File: src/rtl/ps2_pkg.sv
// Shared constants, frame-state encoding and frame check helper for the PS/2 keyboard receiver.
package ps2_pkg;

  localparam logic [7:0] BREAK_PREFIX = 8'hF0;
  localparam logic [7:0] EXT_PREFIX   = 8'hE0;
  localparam int         FRAME_BITS   = 11;

  localparam logic [7:0] KEY_W = 8'h1D;
  localparam logic [7:0] KEY_Q = 8'h15;
  localparam logic [7:0] KEY_E = 8'h24;

  typedef enum logic [1:0] {
    IDLE  = 2'd0,
    SHIFT = 2'd1,
    CHECK = 2'd2
  } frame_state_t;

  // bits = {stop, parity, data[7:0]}; odd parity over data+parity and a high stop bit
  function automatic logic frame_ok(input logic [FRAME_BITS-2:0] bits);
    return (^bits[8:0]) & bits[9];
  endfunction

endpackage

File: src/rtl/ps2_line_filter.sv
// Two-flop synchroniser on both PS/2 lines, glitch filter on the clock line
// and a one-cycle strobe when the filtered clock falls.
module ps2_line_filter #(
  parameter int FILTER_LEN = 8
) (
  input  logic clk,
  input  logic rst,
  input  logic ps2_clk,
  input  logic ps2_data,
  output logic clk_f,
  output logic data_s,
  output logic fall
);

  localparam int CW = $clog2(FILTER_LEN + 1);

  logic          clk_meta_r, clk_sync_r, data_meta_r, data_sync_r;
  logic [CW-1:0] cnt_r;
  logic          clk_f_r, fall_r;
  logic          flip_s;

  // last of FILTER_LEN consecutive samples that disagree with the filtered level
  assign flip_s = (clk_sync_r != clk_f_r) && (cnt_r == CW'(FILTER_LEN - 1));

  // synchronisers; idle-high so a reset never fakes a falling edge
  always_ff @(posedge clk) begin
    if (rst) begin
      clk_meta_r  <= 1'b1;
      clk_sync_r  <= 1'b1;
      data_meta_r <= 1'b1;
      data_sync_r <= 1'b1;
    end else begin
      clk_meta_r  <= ps2_clk;
      clk_sync_r  <= clk_meta_r;
      data_meta_r <= ps2_data;
      data_sync_r <= data_meta_r;
    end
  end

  // run-length filter and falling-edge strobe
  always_ff @(posedge clk) begin
    if (rst) begin
      cnt_r   <= '0;
      clk_f_r <= 1'b1;
      fall_r  <= 1'b0;
    end else begin
      fall_r <= flip_s & clk_f_r;
      if (clk_sync_r == clk_f_r) begin
        cnt_r <= '0;
      end else if (flip_s) begin
        cnt_r   <= '0;
        clk_f_r <= clk_sync_r;
      end else begin
        cnt_r <= cnt_r + CW'(1);
      end
    end
  end

  assign clk_f  = clk_f_r;
  assign data_s = data_sync_r;
  assign fall   = fall_r;

endmodule

File: src/rtl/ps2_keyboard_rx.sv
// PS/2 keyboard receiver: deframes 11-bit frames, tracks F0/E0 prefixes and
// holds the last decoded key as a level for a slowly sampling controller.
module ps2_keyboard_rx
  import ps2_pkg::*;
#(
  parameter int FILTER_LEN     = 8,
  parameter int TIMEOUT_CYCLES = 5400
) (
  input  logic       clk,
  input  logic       rst,
  input  logic       ps2_clk,
  input  logic       ps2_data,
  output logic [7:0] data,
  output logic       released,
  output logic       extended,
  output logic       code_valid,
  output logic       frame_err
);

  localparam int TW = $clog2(TIMEOUT_CYCLES + 1);
  localparam int FW = FRAME_BITS - 1;

  frame_state_t  state_r, state_s;
  logic          clk_f_unused, data_s, fall_s;
  logic [FW-1:0] shift_r;
  logic [3:0]    bitcnt_r;
  logic [TW-1:0] tmo_r;
  logic          err_s, accept_s, expire_s;
  logic          brk_pend_r, ext_pend_r;
  logic [7:0]    data_r;
  logic          released_r, extended_r, code_valid_r, frame_err_r;

  ps2_line_filter #(.FILTER_LEN(FILTER_LEN)) u_filter (
    .clk      (clk),
    .rst      (rst),
    .ps2_clk  (ps2_clk),
    .ps2_data (ps2_data),
    .clk_f    (clk_f_unused),
    .data_s   (data_s),
    .fall     (fall_s)
  );

  assign expire_s = (tmo_r == TW'(TIMEOUT_CYCLES - 1));

  // frame state register
  always_ff @(posedge clk) begin
    if (rst) state_r <= IDLE;
    else     state_r <= state_s;
  end

  // frame next-state; a fall always wins over a coincident timeout
  always_comb begin
    state_s  = state_r;
    err_s    = 1'b0;
    accept_s = 1'b0;
    case (state_r)
      IDLE: begin
        if (fall_s) begin
          if (data_s) err_s   = 1'b1;
          else        state_s = SHIFT;
        end else begin
          state_s = IDLE;
        end
      end
      SHIFT: begin
        if (fall_s) begin
          if (bitcnt_r == 4'(FW - 1)) state_s = CHECK;
          else                        state_s = SHIFT;
        end else if (expire_s) begin
          err_s   = 1'b1;
          state_s = IDLE;
        end else begin
          state_s = SHIFT;
        end
      end
      CHECK: begin
        state_s = IDLE;
        if (frame_ok(shift_r)) accept_s = 1'b1;
        else                   err_s    = 1'b1;
      end
      default: state_s = IDLE;
    endcase
  end

  // shift register, bit counter and inter-edge timeout counter
  always_ff @(posedge clk) begin
    if (rst) begin
      shift_r  <= '0;
      bitcnt_r <= 4'd0;
      tmo_r    <= '0;
    end else begin
      if (fall_s)                 tmo_r <= '0;
      else if (state_r == SHIFT)  tmo_r <= tmo_r + TW'(1);
      else                        tmo_r <= '0;
      if (state_r == IDLE) begin
        bitcnt_r <= 4'd0;
      end else if ((state_r == SHIFT) && fall_s) begin
        shift_r  <= {data_s, shift_r[FW-1:1]};
        bitcnt_r <= bitcnt_r + 4'd1;
      end
    end
  end

  // prefix decoder and registered outputs
  always_ff @(posedge clk) begin
    if (rst) begin
      brk_pend_r   <= 1'b0;
      ext_pend_r   <= 1'b0;
      data_r       <= 8'h00;
      released_r   <= 1'b0;
      extended_r   <= 1'b0;
      code_valid_r <= 1'b0;
      frame_err_r  <= 1'b0;
    end else begin
      code_valid_r <= 1'b0;
      frame_err_r  <= err_s;
      if (accept_s) begin
        if (shift_r[7:0] == BREAK_PREFIX) begin
          brk_pend_r <= 1'b1;
        end else if (shift_r[7:0] == EXT_PREFIX) begin
          ext_pend_r <= 1'b1;
        end else begin
          data_r       <= shift_r[7:0];
          released_r   <= brk_pend_r;
          extended_r   <= ext_pend_r;
          code_valid_r <= 1'b1;
          brk_pend_r   <= 1'b0;
          ext_pend_r   <= 1'b0;
        end
      end
    end
  end

  assign data       = data_r;
  assign released   = released_r;
  assign extended   = extended_r;
  assign code_valid = code_valid_r;
  assign frame_err  = frame_err_r;

endmodule

File: config.mk
export PLATFORM = sky130hd
export DESIGN_NAME = ps2_keyboard_rx
export DESIGN_NICKNAME = d
export VERILOG_FILES = /design/src/rtl/ps2_pkg.sv /design/src/rtl/ps2_line_filter.sv /design/src/rtl/ps2_keyboard_rx.sv
export SDC_FILE = /design/constraint.sdc
export NUM_CORES = 1
export LEC_CHECK = 0
export CORE_MARGIN = 2
export CORE_UTILIZATION = 54
export CTS_BUF_LIST = sky130_fd_sc_hd__clkbuf_4
export DETAILED_ROUTE_END_ITERATION = 12
export PLACE_DENSITY = 0.81
export SLEW_MARGIN = 0
export SYNTH_ARGS = -nofsm -noshare
export SYNTH_HDL_FRONTEND = slang
export SYNTH_SLANG_ARGS = --single-unit
File: constraint.sdc
create_clock -name clk -period 1.85 [get_ports clk]
set_clock_uncertainty 0.15 [all_clocks]
set_input_delay 0.2775 -clock clk [delete_from_list [all_inputs] [get_ports clk]]
set_output_delay 0.2775 -clock clk [all_outputs]
set_load 0.01 [all_outputs]
### Metal 1, run 1

Scale bar: 20 um. Supply wires on this layer in grey.
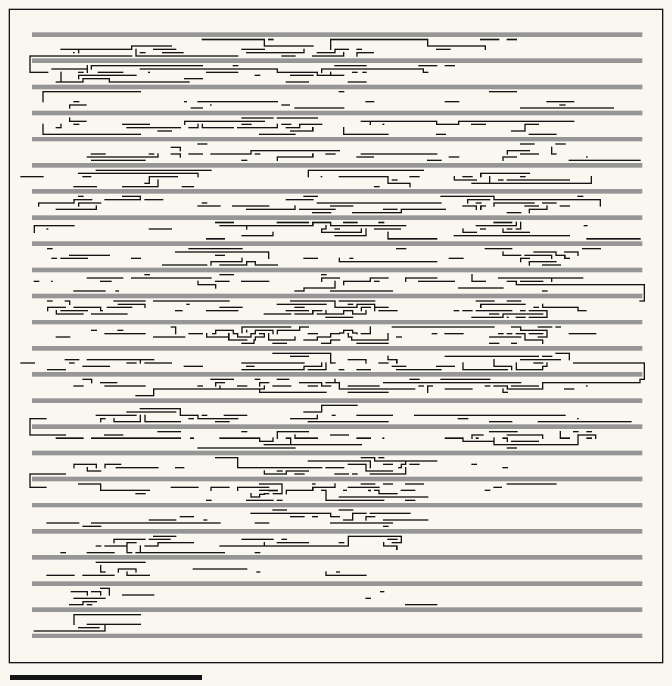
share of all routed wire = 43%
wire length on this layer = 1790 um
nets with wire on the layer = 254
longest straight run = 15.6 um

### M2 wires, run 1

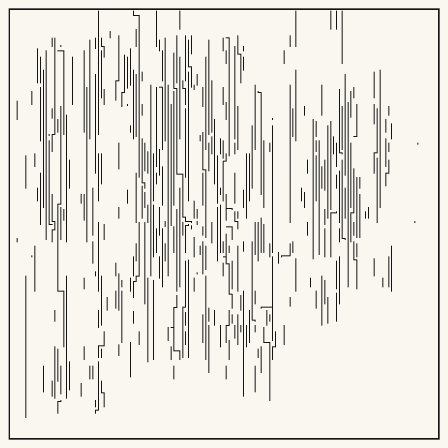
main direction = vertical
nets with wire on the layer = 227
wire length on this layer = 2110 um
share of all routed wire = 51%

### Metal 3, run 1

Scale bar: 20 um. Cells faint in the background.
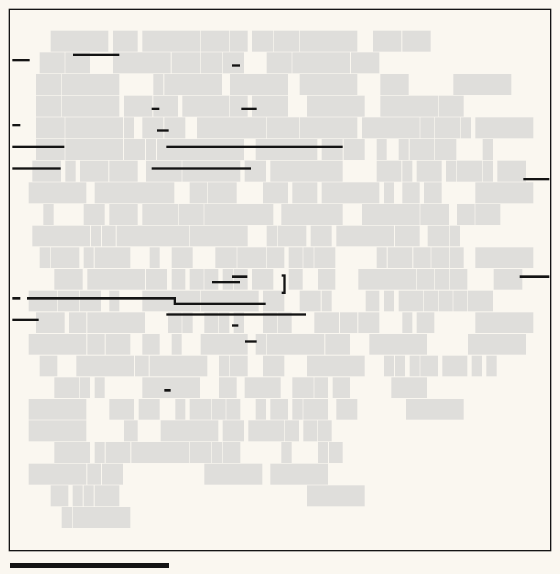
main direction = horizontal
wire length on this layer = 125 um
longest straight run = 21.8 um
nets with wire on the layer = 15

==> flow_summary.yaml, run 1 <==
# flow metrics
synthesis:
  syn_area_mm2: 0.002201
  async_flop_share_pct: 0
  seq_area_frac_synth_pct: 48.21
  synth-simple-area-share_pct: 20.75
  mux_share_pct: 2.729
  topCombFamilyByArea: "simple AND/OR/NAND/NOR gates"
  aoi_share_pct: 10.74
  syn-num-nets: 238
  yosysCellCount: 225
  synth.distinct_cells: 42
  synthTopCellsByArea: "dfxtp_1, ha_1, nor2_1, a22o_1, xor2_1"
  netlist_instances: 225
  synth-edff-count: 0
  yosys_area_mm2: 0.002201
  synthAdderAreaFrac_pct: 5.117
  synth_top_area_share_pct: 48.21
  flop_cell: "dfxtp_1"
  xor_share_pct: 8.641
  avgSynthCellArea_um2: 9.782
  yosysTopAreaCell: "dfxtp_1"
  ys_warn_count: 0
layout:
  seqCellArea_mm2: 0.001064
  lay_top_count: "dfxtp_1"
  largest_register_ffs: 13
  syn2layout_area_growth_pct: 19.95
  nets: 269
  regMostFlops: "tmo_r"
  fillers: 327
  stdcell_count: 307
  final_cell_mix: "dfxtp_1, nor2_1, buf_4"
  fin_util_pct: 66.48
  antenna_cells: 0
  drive_gt1_share_pct: 16.73
  comb_area_mm2: 0.001102
die:
  core_area_mm2: 0.003971
  dieArea_mm2: 0.004602
  die_y_um: 67.84
  die_w_um: 67.84
  fp_util_pct: 55.42
  io_pins: 16
worst_setup_path:
  critical_path.slowest_cell: "xnor3_2"
  cp-end-kind: "register"
  crit_chain: "ha_4 > xnor3_2 > xnor2_2 > nor4b_4 > buf_4 > a22o_1"
  crit_family: "XOR/XNOR gates"
  worst-path-max-fanout: 6
  path_buffers: 1
  start_kind: "register"
  worstSetupPathType: "register to register"
  arrival_ns: 2.19
  critical_path_depth: 6
  critPathRequiredTime_ns: 2.04
  max_stage_delay_ns: 0.42
  r2r_cells: 6
cts:
  path_clk_slew_ns: 0.15
  htree_levels: 2
  cts.repair.resized: 0
  insertion_delay_ns: 0.38
  cts_tree: "yes"
  post_cts_buffers: 0
  holdBufCountCts: 0
  clock_path_buffers: 2
  cts-root-buf: "clkbuf_4"
  numClockSinks: 53
  cts_buffers: 5
final_timing:
  tightest_slew_ns: 0.5175
  max_freq_mhz: 499.6
  setup-tns-final_ns: -1.681
  drv_slew: 0
  relSlewSlack_pct: 65.02
  finalCriticalPeriod_ns: 2.002
  rsz0062_at_grt: "yes"
  finalClockPeriodUsage_pct: 108.2
  final_hold_viol_count: 0
  setup_viol: 14
  worst_slack_ns: -0.1518
power:
  vdd_drop_max_mv: 0.5405
  leakage_nw: 1.023
  power_density_mw_per_mm2: 692.0
outcome:
  outcome: "finished, violations left"
  violations: "setup timing"
detailed_routing:
  routed.top_layer: "met4"
  drc: 0
  wl_met3_um: 125
  via_count: 1659
  drt_iter0_drc: 65
  dr_wl_met2_um: 2109
  viasPerCell: 5.404
  wl_per_cell_um: 13.55
  wl_um: 4161
  firstDrtPassIters: 4
global_routing:
  grt_pass1_vias: 1430
  met1_usage_pct: 22.00
  grt_busiest_layer: "met2"
  grt_max_degree: 21
  antenna_found_initial: 0
  track_usage_pct: 19.07
  grt_pass1_wl_um: 6375
  use_met2_pct: 32.35
  grt_overflow: 0
  use_met3_pct: 5.921
min_path:
  min_path_type: "register to register"
  min_path_cells: 1
placed_design:
  gp_congestion: 0.7521
  dp.cells: 298
  portBuffers: 15
run:
  warning_count: 31
  maxCapViolCount: 0
## run 1: cell usage after synthesis, types with 5 or more instances
cell and n:
dfxtp_1 53, mux2i_1 6, ha_1 9, nand4_1 8, clkbuf_1 5, xor2_1 8
nor2_1 27, inv_1 9, a21oi_1 8, nor3_1 8, nand2_1 13, a22o_1 10
xnor2_1 6, nand3_1 8
## run 1: cell type report
type                    count  share of cell area, %
well taps                  50                  2.370
repair buffers             34                  11.23
flip-flops and latches     53                  40.28
multi-input cells         153                  41.75
clock inverters             3                  1.659
clock buffers               5                  1.422
inverters                   9                  1.280
## run 1: worst register-to-register path: cells and delay by family (launching register included)
family / cells / cell delay (ns)
buffers and inverters: 1 / 0.20
xor gates and xnor gates: 2 / 0.61
DFF: 1 / 0.37
and+or+nand+nor: 1 / 0.26
adders and majority gates: 1 / 0.23
AOI/OAI and AO/OA: 1 / 0.14
## run 1: final timing paths
check                       startpoint              end  slack, ns
setup / recovery            shift_r[7]          data[7]      -0.15
setup reg to reg            shift_r[7]          data[7]      -0.15
hold reg to reg   u_filter.data_meta_r  u_filter.data_s       0.28
hold / removal    u_filter.data_meta_r  u_filter.data_s       0.28
## run 1: stage by stage
stage	area, um2	setup slack [ns]	power, mW
global placement	2526	-0.04381	1.204
global route	2640	-0.2516	1.893
floorplan	2228	-0.06258	1.192
CTS	2608	-0.1564	1.843
finish	2640	-0.1518	1.827
detailed placement	2526	-0.1296	1.205
## run 1: power by group
part | leakage, nW | internal [mW] | switching, mW
sequential | 0.429 | 1.15 | 0.00229
clock | 0.0456 | 0.287 | 0.358
combinational | 0.549 | 0.0153 | 0.0172
total | 1.02 | 1.45 | 0.378
### Clock routing, run 1

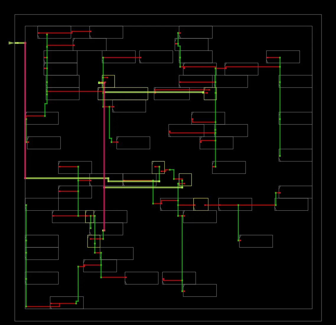

==> run 2: changes to the inputs <==
- PLACE_DENSITY: 0.81 -> 0.77
### Clock routing, run 2

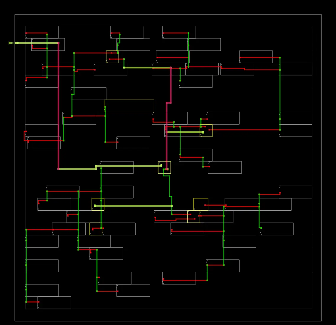
CTS sink count: 53
Clk. pwr: 0.653 mW
CTS buffer count: 5

### Gate families picked out, run 2

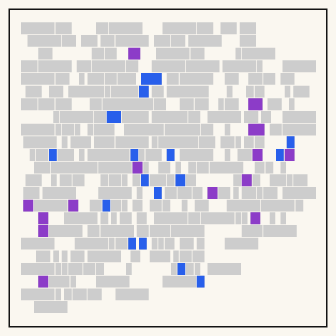
purple -> AND and OR gates  # cells 14, most used or2_2
blue -> inverting AOI/OAI gates  # cells 16, most used a21oi_1

==> flow_summary.yaml, run 2 <==
# flow metrics
layout:
  lay_top_count: "dfxtp_1"
  final_area_mm2: 0.002659
  syn2layout_area_growth_pct: 20.81
  regMostFlops: "tmo_r"
  final_cell_mix: "dfxtp_1, nor2_1, buf_4"
  nets: 271
  largest_register_ffs: 13
  stdcell_count: 309
  drive_gt1_share_pct: 17.76
  fin_util_pct: 66.95
worst_setup_path:
  critPathRequiredTime_ns: 2.02
  arrival_ns: 2.20
  start_kind: "register"
  r2r_cells: 6
  worstSetupPathType: "register to register"
  worst-path-max-fanout: 6
  cp-end-kind: "register"
  reg2reg_slack_ns: -0.18
global_routing:
  antenna_found_initial: 0
  track_usage_pct: 19.67
  grt_max_degree: 25
  grt_pass1_vias: 1501
  grt_pass1_wl_um: 6713
detailed_routing:
  wl_per_cell_um: 13.64
  firstDrtPassIters: 4
  wl_um: 4216
  drc: 0
  via_count: 1651
  route.antenna.remaining_nets: 0
  viasPerCell: 5.343
  routed.top_layer: "met4"
  dr_wl_met2_um: 2008
  drt_iter0_drc: 59
outcome:
  violations: "setup timing"
  outcome: "finished, violations left"
run:
  warning_count: 31
  maxCapViolCount: 0
synthesis:
  syn_area_mm2: 0.002201
  async_flop_share_pct: 0
  netlist_instances: 225
  synth-edff-count: 0
  syn-num-nets: 238
  yosysMostFrequentCell: "dfxtp_1"
  synth.distinct_cells: 42
  synth_top_area_share_pct: 48.21
  yosys-top-cells-count: "dfxtp_1, nor2_1, nand2_1"
  yosys_area_mm2: 0.002201
  flop_cell: "dfxtp_1"
  ys_warn_count: 0
  yosysCellCount: 225
  seq_area_frac_synth_pct: 48.21
die:
  die_w_um: 67.84
  die_y_um: 67.84
  core_area_mm2: 0.003971
  fp_util_pct: 55.42
  io_pins: 16
  dieArea_mm2: 0.004602
final_timing:
  final_hold_viol_count: 0
  finalClockPeriodUsage_pct: 109.9
  relSlewSlack_pct: 65.40
  finalCriticalPeriod_ns: 2.033
  drv_slew: 0
  setup_viol: 14
  worst_slack_ns: -0.1828
  max_freq_mhz: 491.9
  rsz0062_at_grt: "yes"
  tightest_slew_ns: 0.5117
placed_design:
  gp_congestion: 0.7168
  portBuffers: 15
  place_area_mm2: 0.002534
  dp.cells: 299
power:
  power_density_mw_per_mm2: 690.5
  power_mw: 1.836
  vdd_drop_max_mv: 0.4759
  leakage_nw: 1.033
cts:
  cts-root-buf: "clkbuf_4"
  holdBufCountCts: 0
  clock_path_buffers: 2
  cts_tree: "yes"
  htree_levels: 2
  path_clk_slew_ns: 0.15
min_path:
  min_path_type: "register to register"
  min_path_cells: 1
## run 2: final timing paths
path / start / end
max: shift_r[7] / data[2]
min: u_filter.data_meta_r / u_filter.data_s
max reg2reg: shift_r[7] / data[2]
min reg2reg: u_filter.data_meta_r / u_filter.data_s
## run 2: repair_timing
item / in CTS / in global routing
resized: 0 / 7
cloned: 0 / 1
endpoints found under the setup margin: 13 / 14
setup buffers: 0 / 1
## run 2: cells by family (layout without fill, tap and decap cells)
logic type | count (synthesis) | count (layout) | synth area share (%)
DFF | 53 | 53 | 48.21
muxes | 6 | 6 | 2.729
buffers and inverters | 19 | 53 | 3.809
and+or+nand+nor | 88 | 88 | 20.75
AOI/OAI and AO/OA | 33 | 33 | 10.74
adders and majority gates | 9 | 9 | 5.117
xor gates and xnor gates | 17 | 17 | 8.642
## run 2: worst max-delay path, stage by stage, from the launching register on
cell and delay (ns):
dfxtp_2 0.37, ha_4 0.23, xnor3_2 0.40, xnor2_2 0.18, nor4b_4 0.31, buf_4 0.20, a22o_1 0.15
## run 2: metal layers
layer | up-vias | GRT usage (%)
met4 | 0 | 6.750
met1 | 769 | 25.16
li1 | 841 | -
met3 | 5 | 4.934
met5 | - | 0
met2 | 36 | 32.48
## run 2: report_power, final
part | switching (mW) | internal [mW] | total, mW | leakage (nW)
Combinational | 0.0179 | 0.0166 | 0.0345 | 0.558
Clock | 0.350 | 0.303 | 0.653 | 0.0459
Sequential | 0.00243 | 1.15 | 1.15 | 0.429
## run 2: cell type report
cell class                 instances  area, um2
inverter                           9      33.78
multi-input combinational        153       1102
clock inverter                     2      38.79
timing repair buffer              36      311.5
clock buffer                       6      45.04
sequential                        53       1065
tap                               50      62.56
fill                             298       1313
No activity file was given, so power comes from the tool's default toggle rates.
